--- config.mk ---
export PLATFORM = sky130hd
export DESIGN_NAME = subservient_sram_arb
export DESIGN_NICKNAME = d
export VERILOG_FILES = /design/src/rtl/subservient_sram_arb.sv
export SDC_FILE = /design/constraint.sdc
export NUM_CORES = 1
export LEC_CHECK = 0
export ABC_AREA = 1
export CORE_ASPECT_RATIO = 1.1
export CORE_UTILIZATION = 35
export CTS_CLUSTER_DIAMETER = 200
export DETAILED_ROUTE_END_ITERATION = 10
export PLACE_DENSITY = 0.83
export SLEW_MARGIN = 30
export SYNTH_ARGS = -nofsm -noshare
export SYNTH_HDL_FRONTEND = slang
export SYNTH_SLANG_ARGS = --single-unit
--- constraint.sdc ---
create_clock -name i_clk -period 2.7 [get_ports i_clk]
set_input_delay 0.54 -clock i_clk [delete_from_list [all_inputs] [get_ports i_clk]]
set_output_delay 0.54 -clock i_clk [all_outputs]
set_load 0.005 [all_outputs]
--- src/rtl/subservient_sram_arb.sv ---
// Byte-serial arbiter sharing one 8-bit SRAM between a register-file port and two Wishbone masters.
// Define SUBSERVIENT_ARB_ROUND_ROBIN_EN for round-robin arbitration; default is fixed priority with m0 first.
module subservient_sram_arb #(
  parameter int unsigned depth = 256,
  parameter int unsigned aw    = $clog2(depth)
) (
  input  logic          i_clk,
  input  logic          i_rst_n,
  input  logic [aw-1:0] i_rf_waddr,
  input  logic [7:0]    i_rf_wdata,
  input  logic          i_rf_wen,
  input  logic [aw-1:0] i_rf_raddr,
  input  logic          i_rf_ren,
  output logic [7:0]    o_rf_rdata,
  input  logic [aw-3:0] i_wb_m0_adr,
  input  logic [31:0]   i_wb_m0_dat,
  input  logic [3:0]    i_wb_m0_sel,
  input  logic          i_wb_m0_we,
  input  logic          i_wb_m0_stb,
  output logic [31:0]   o_wb_m0_rdt,
  output logic          o_wb_m0_ack,
  input  logic [aw-3:0] i_wb_m1_adr,
  input  logic [31:0]   i_wb_m1_dat,
  input  logic [3:0]    i_wb_m1_sel,
  input  logic          i_wb_m1_we,
  input  logic          i_wb_m1_stb,
  output logic [31:0]   o_wb_m1_rdt,
  output logic          o_wb_m1_ack,
  output logic [aw-1:0] o_sram_waddr,
  output logic [7:0]    o_sram_wdata,
  output logic          o_sram_wen,
  output logic [aw-1:0] o_sram_raddr,
  input  logic [7:0]    i_sram_rdata
);

  typedef enum logic [1:0] {S_IDLE, S_XFER, S_ACK} state_t;

  state_t        state_q, state_d;
  logic          grant_q, grant_d;
  logic [1:0]    bsel_q, bsel_d;
  logic [23:0]   rdt_q;
  logic          rd_pend_q;
  logic [1:0]    rd_idx_q;
  logic          rf_act;
  logic          issue;
  logic          any_stb;
  logic          pick;
  logic [aw-3:0] cur_adr;
  logic [31:0]   cur_dat;
  logic [3:0]    cur_sel;
  logic          cur_we;

`ifdef SUBSERVIENT_ARB_ROUND_ROBIN_EN
  logic          last_q;
`endif

  assign rf_act  = i_rf_wen | i_rf_ren;
  assign any_stb = i_wb_m0_stb | i_wb_m1_stb;
  assign issue   = (state_q == S_XFER) && !rf_act;

  // Master selected for the request seen in IDLE (1 = m1)
`ifdef SUBSERVIENT_ARB_ROUND_ROBIN_EN
  assign pick = (i_wb_m0_stb && i_wb_m1_stb) ? ~last_q : i_wb_m1_stb;
`else
  assign pick = ~i_wb_m0_stb;
`endif

  assign cur_adr = grant_q ? i_wb_m1_adr : i_wb_m0_adr;
  assign cur_dat = grant_q ? i_wb_m1_dat : i_wb_m0_dat;
  assign cur_sel = grant_q ? i_wb_m1_sel : i_wb_m0_sel;
  assign cur_we  = grant_q ? i_wb_m1_we  : i_wb_m0_we;

  assign o_rf_rdata  = i_sram_rdata;
  // Byte 3 arrives during ACK and is forwarded straight from the SRAM
  assign o_wb_m0_rdt = {i_sram_rdata, rdt_q};
  assign o_wb_m1_rdt = {i_sram_rdata, rdt_q};

  always_ff @(posedge i_clk or negedge i_rst_n) begin
    if (!i_rst_n) begin
      state_q <= S_IDLE;
    end else begin
      state_q <= state_d;
    end
  end

  // Next state, SRAM port mux and acks; RF owns the SRAM whenever WB is not issuing
  always_comb begin
    state_d      = state_q;
    grant_d      = grant_q;
    bsel_d       = bsel_q;
    o_sram_waddr = i_rf_waddr;
    o_sram_wdata = i_rf_wdata;
    o_sram_wen   = i_rf_wen;
    o_sram_raddr = i_rf_raddr;
    o_wb_m0_ack  = 1'b0;
    o_wb_m1_ack  = 1'b0;
    case (state_q)
      S_IDLE: begin
        if (any_stb) begin
          state_d = S_XFER;
          grant_d = pick;
          bsel_d  = 2'd0;
        end
      end
      S_XFER: begin
        if (!rf_act) begin
          o_sram_waddr = {cur_adr, bsel_q};
          o_sram_raddr = {cur_adr, bsel_q};
          o_sram_wdata = 8'(cur_dat >> {bsel_q, 3'b000});
          o_sram_wen   = cur_we & cur_sel[bsel_q];
          bsel_d       = bsel_q + 2'd1;
          if (bsel_q == 2'd3) begin
            state_d = S_ACK;
          end
        end
      end
      S_ACK: begin
        o_wb_m0_ack = ~grant_q;
        o_wb_m1_ack = grant_q;
        state_d     = S_IDLE;
      end
      default: begin
        state_d = S_IDLE;
      end
    endcase
  end

  // Transfer bookkeeping and read-data assembly one cycle behind each issued byte
  always_ff @(posedge i_clk or negedge i_rst_n) begin
    if (!i_rst_n) begin
      grant_q   <= 1'b0;
      bsel_q    <= 2'd0;
      rdt_q     <= 24'd0;
      rd_pend_q <= 1'b0;
      rd_idx_q  <= 2'd0;
    end else begin
      grant_q   <= grant_d;
      bsel_q    <= bsel_d;
      rd_pend_q <= issue && !cur_we && (bsel_q != 2'd3);
      rd_idx_q  <= bsel_q;
      if (rd_pend_q) begin
        case (rd_idx_q)
          2'd0:    rdt_q[7:0]   <= i_sram_rdata;
          2'd1:    rdt_q[15:8]  <= i_sram_rdata;
          2'd2:    rdt_q[23:16] <= i_sram_rdata;
          default: rdt_q        <= rdt_q;
        endcase
      end
    end
  end

`ifdef SUBSERVIENT_ARB_ROUND_ROBIN_EN
  always_ff @(posedge i_clk or negedge i_rst_n) begin
    if (!i_rst_n) begin
      last_q <= 1'b1;
    end else if ((state_q == S_IDLE) && any_stb) begin
      last_q <= pick;
    end
  end
`endif

endmodule

==> run notes <==
From the run reports.

- The power report lists the combinational group at about 2.3 mW.
- The number of clock sinks is 32.
- The end-of-flow timing check tallies setup violations at 0.
- Counting flops and latches in the post-synthesis netlist gives 32.
- The proportion of netlist area held by the largest area contributor is 30.43%.
- The reg-to-reg setup timing slack reads 1.37 ns.
- The average cell area after synthesis is 6.340 µm².
- The via density per instance reads ~4.7.
- In this run the cell area of the synthesized design comes to 2631 µm².
- The critical path endpoint has a required time of around 2.2 ns.
- The number of enable-type register cells in the synthesized netlist is 0.
- The number of antenna violations at the first check in global routing came to 0.
- The flow ran to the end, but the final reports show violations.
- Combinational cells account for 62.9% of the total power.
- The first global-routing pass estimated 14.53 mm of wire.
- The proportion of synthesized flip-flops having asynchronous set or reset is 100.0%.
- STA on the placed design reports a worst setup slack of -0.1450 ns.
- The commonest cells after synthesis are sky130_fd_sc_hd__nand2_1, sky130_fd_sc_hd__o21ai_0, sky130_fd_sc_hd__buf_4.
- The power report shows net switching accounting for 37.94% of the total.
- The total power per unit cell area reads 759.3 nW/µm².
- The predominant post-synthesis flop cell reads sky130_fd_sc_hd__dfrtp_1.
- The total routing usage reported by global routing is 23.62%.
- The switching power summed over all nets reads roughly 1.4 mW.
- The TritonCTS buffer count reads 5.
- The maximum fanout along the worst path reads 11.
- STA reports the tightest min-delay check as being of type flop to flop.
- The final reports fail on DRC.
- The DRC violation count after routing reads 16.
timing repair:
action / CTS / global route
cloned: 1 / 0
resized: 29 / 2
hold buffers: 0 / 0
endpoints found under the setup margin: 25 / 2
buffers inserted: 5 / 0
pin swaps: 1 / 0
logic make-up after synthesis:
logic type,after synthesis
buffers and inverters,107
DFF,32
and+or+nand+nor,202
adders and majority gates,1
AOI/OAI and AO/OA,73
final cells by class:
cell class / count / area, µm²
sequential: 32 / 802.0
timing repair buffer: 243 / 2377
inverter: 40 / 155.1
multi-input combinational: 277 / 1222
fill: 593 / 2352
tap: 85 / 106.4
clock inverter: 3 / 42.54
clock buffer: 5 / 68.82
critical path: stages:
cell	delay, ns
sky130_fd_sc_hd__clkdlybuf4s50_1	0.50
sky130_fd_sc_hd__nor2_2	0.05
sky130_fd_sc_hd__buf_6	0.12
sky130_fd_sc_hd__nand2_8	0.10
sky130_fd_sc_hd__buf_6	0.15
sky130_fd_sc_hd__nand2_1	0.06
sky130_fd_sc_hd__nand2_1	0.06
sky130_fd_sc_hd__clkdlybuf4s50_1	0.49
worst min-delay path by stage:
stage          slack [ns]                    end  cells past startpoint             startpoint
2_1_floorplan        0.24  bsel_q[0]$_DFFE_PN0P_                      0                i_rst_n
3_3_place_gp         0.49  rdt_q[12]$_DFFE_PN0P_                      2  rdt_q[12]$_DFFE_PN0P_
3_5_place_dp         0.50   rdt_q[0]$_DFFE_PN0P_                      2   rdt_q[0]$_DFFE_PN0P_
4_1_cts              0.52   rdt_q[0]$_DFFE_PN0P_                      2   rdt_q[0]$_DFFE_PN0P_
5_1_grt              0.54   rdt_q[0]$_DFFE_PN0P_                      2   rdt_q[0]$_DFFE_PN0P_
6_report             0.51   rdt_q[0]$_DFFE_PN0P_                      2   rdt_q[0]$_DFFE_PN0P_
per-stage QoR:
| step | instance area, µm² | hold slack (ns) |
|---|---|---|
| after detailed placement | 4614 | 0.5002 |
| after global placement | 4614 | 0.4914 |
| after floorplan | 2631 | 0.2444 |
| final | 4775 | 0.5132 |
| after CTS | 4768 | 0.5164 |
| after global routing | 4775 | 0.5399 |
cell usage in the layout (no fill, tap or decap), types with 2 or more instances in the layout:
cell                              instances
sky130_fd_sc_hd__nor2_1                  28
sky130_fd_sc_hd__clkdlybuf4s50_1        198
sky130_fd_sc_hd__buf_4                   17
sky130_fd_sc_hd__inv_1                   38
sky130_fd_sc_hd__nor3_1                   2
sky130_fd_sc_hd__clkbuf_8                 5
sky130_fd_sc_hd__o21ai_0                 59
sky130_fd_sc_hd__dfrtp_1                 31
sky130_fd_sc_hd__buf_6                    3
sky130_fd_sc_hd__nor2_4                   4
sky130_fd_sc_hd__a21oi_1                 14
sky130_fd_sc_hd__dlygate4sd2_1           23
sky130_fd_sc_hd__nand2_1                142
sky130_fd_sc_hd__nand3_1                 25
state kept, by name (all words and copies together), names as in the netlist:
| signal | flops |
|---|---|
| rdt_q | 24 |
| bsel_q | 2 |
| rd_idx_q | 2 |
| state_q | 2 |
| grant_q | 1 |
| rd_pend_q | 1 |
metal layers:
layer  track usage [%]  wire length (µm)  vias up
li1                  -                 -     1616
met1             23.15              3185     1396
met2             46.34              4849      184
met3             6.239               924       20
met4             9.746               293        0
met5                 0                 0        -
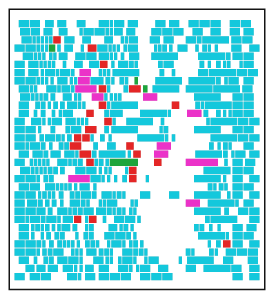
(images/sizing.png)
(3 px per µm)
- x3 and x4: red (cells 23; most used buf_4)
- x2: green (cells 4)
- x6 and larger: magenta (cells 11; most used clkbuf_8)
- x1 and smaller: cyan (cells 562; most used clkdlybuf4s50_1)
Finished Cell Area: 4775 µm²
worst path setup slack after routing: 0.09118 ns
relative area change from synthesis to final layout: 81.46%
non-clock buffer instance count of the final layout: 243

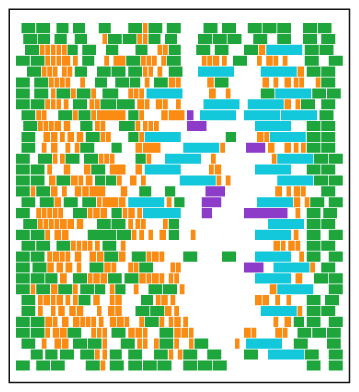
(images/class_map.png)
(4 px per µm)
- sequential cells: cyan (cells 32)
- clock drivers and dummy loads: purple (cells 8)
- remaining buffers and delay cells: green (cells 243)
- remaining logic cells: orange (cells 317)
proportion of cell area occupied by registers: 16.80%
num rows: 32
core footprint: 7127 µm²
Layout Utilization: 66.99%

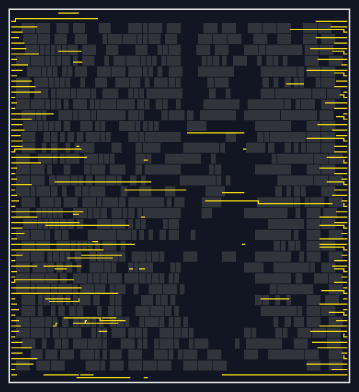
(images/m3.png)
(4 px per µm) Cells faint in the background.
- nets with wire on the layer: 154
- main direction: horizontal
- longest straight run: 31.1 µm

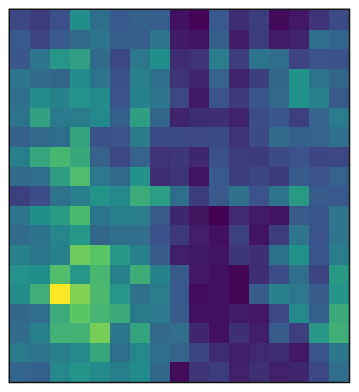
(images/route_heat.png)
(4 px per µm) 17 x 19 tiles, from dark purple (low) to yellow (high), scaled to the fullest tile. Values are wire area over tile area, all layers added.
- nearly empty tiles: 1.2%
- fullest tile: 0.62
- densest ninth of the die: bottom left
- mean over tiles: 0.20
- tiles over half the peak: 15%

Power figures rest on the tool's default switching activity, not on a simulated workload.
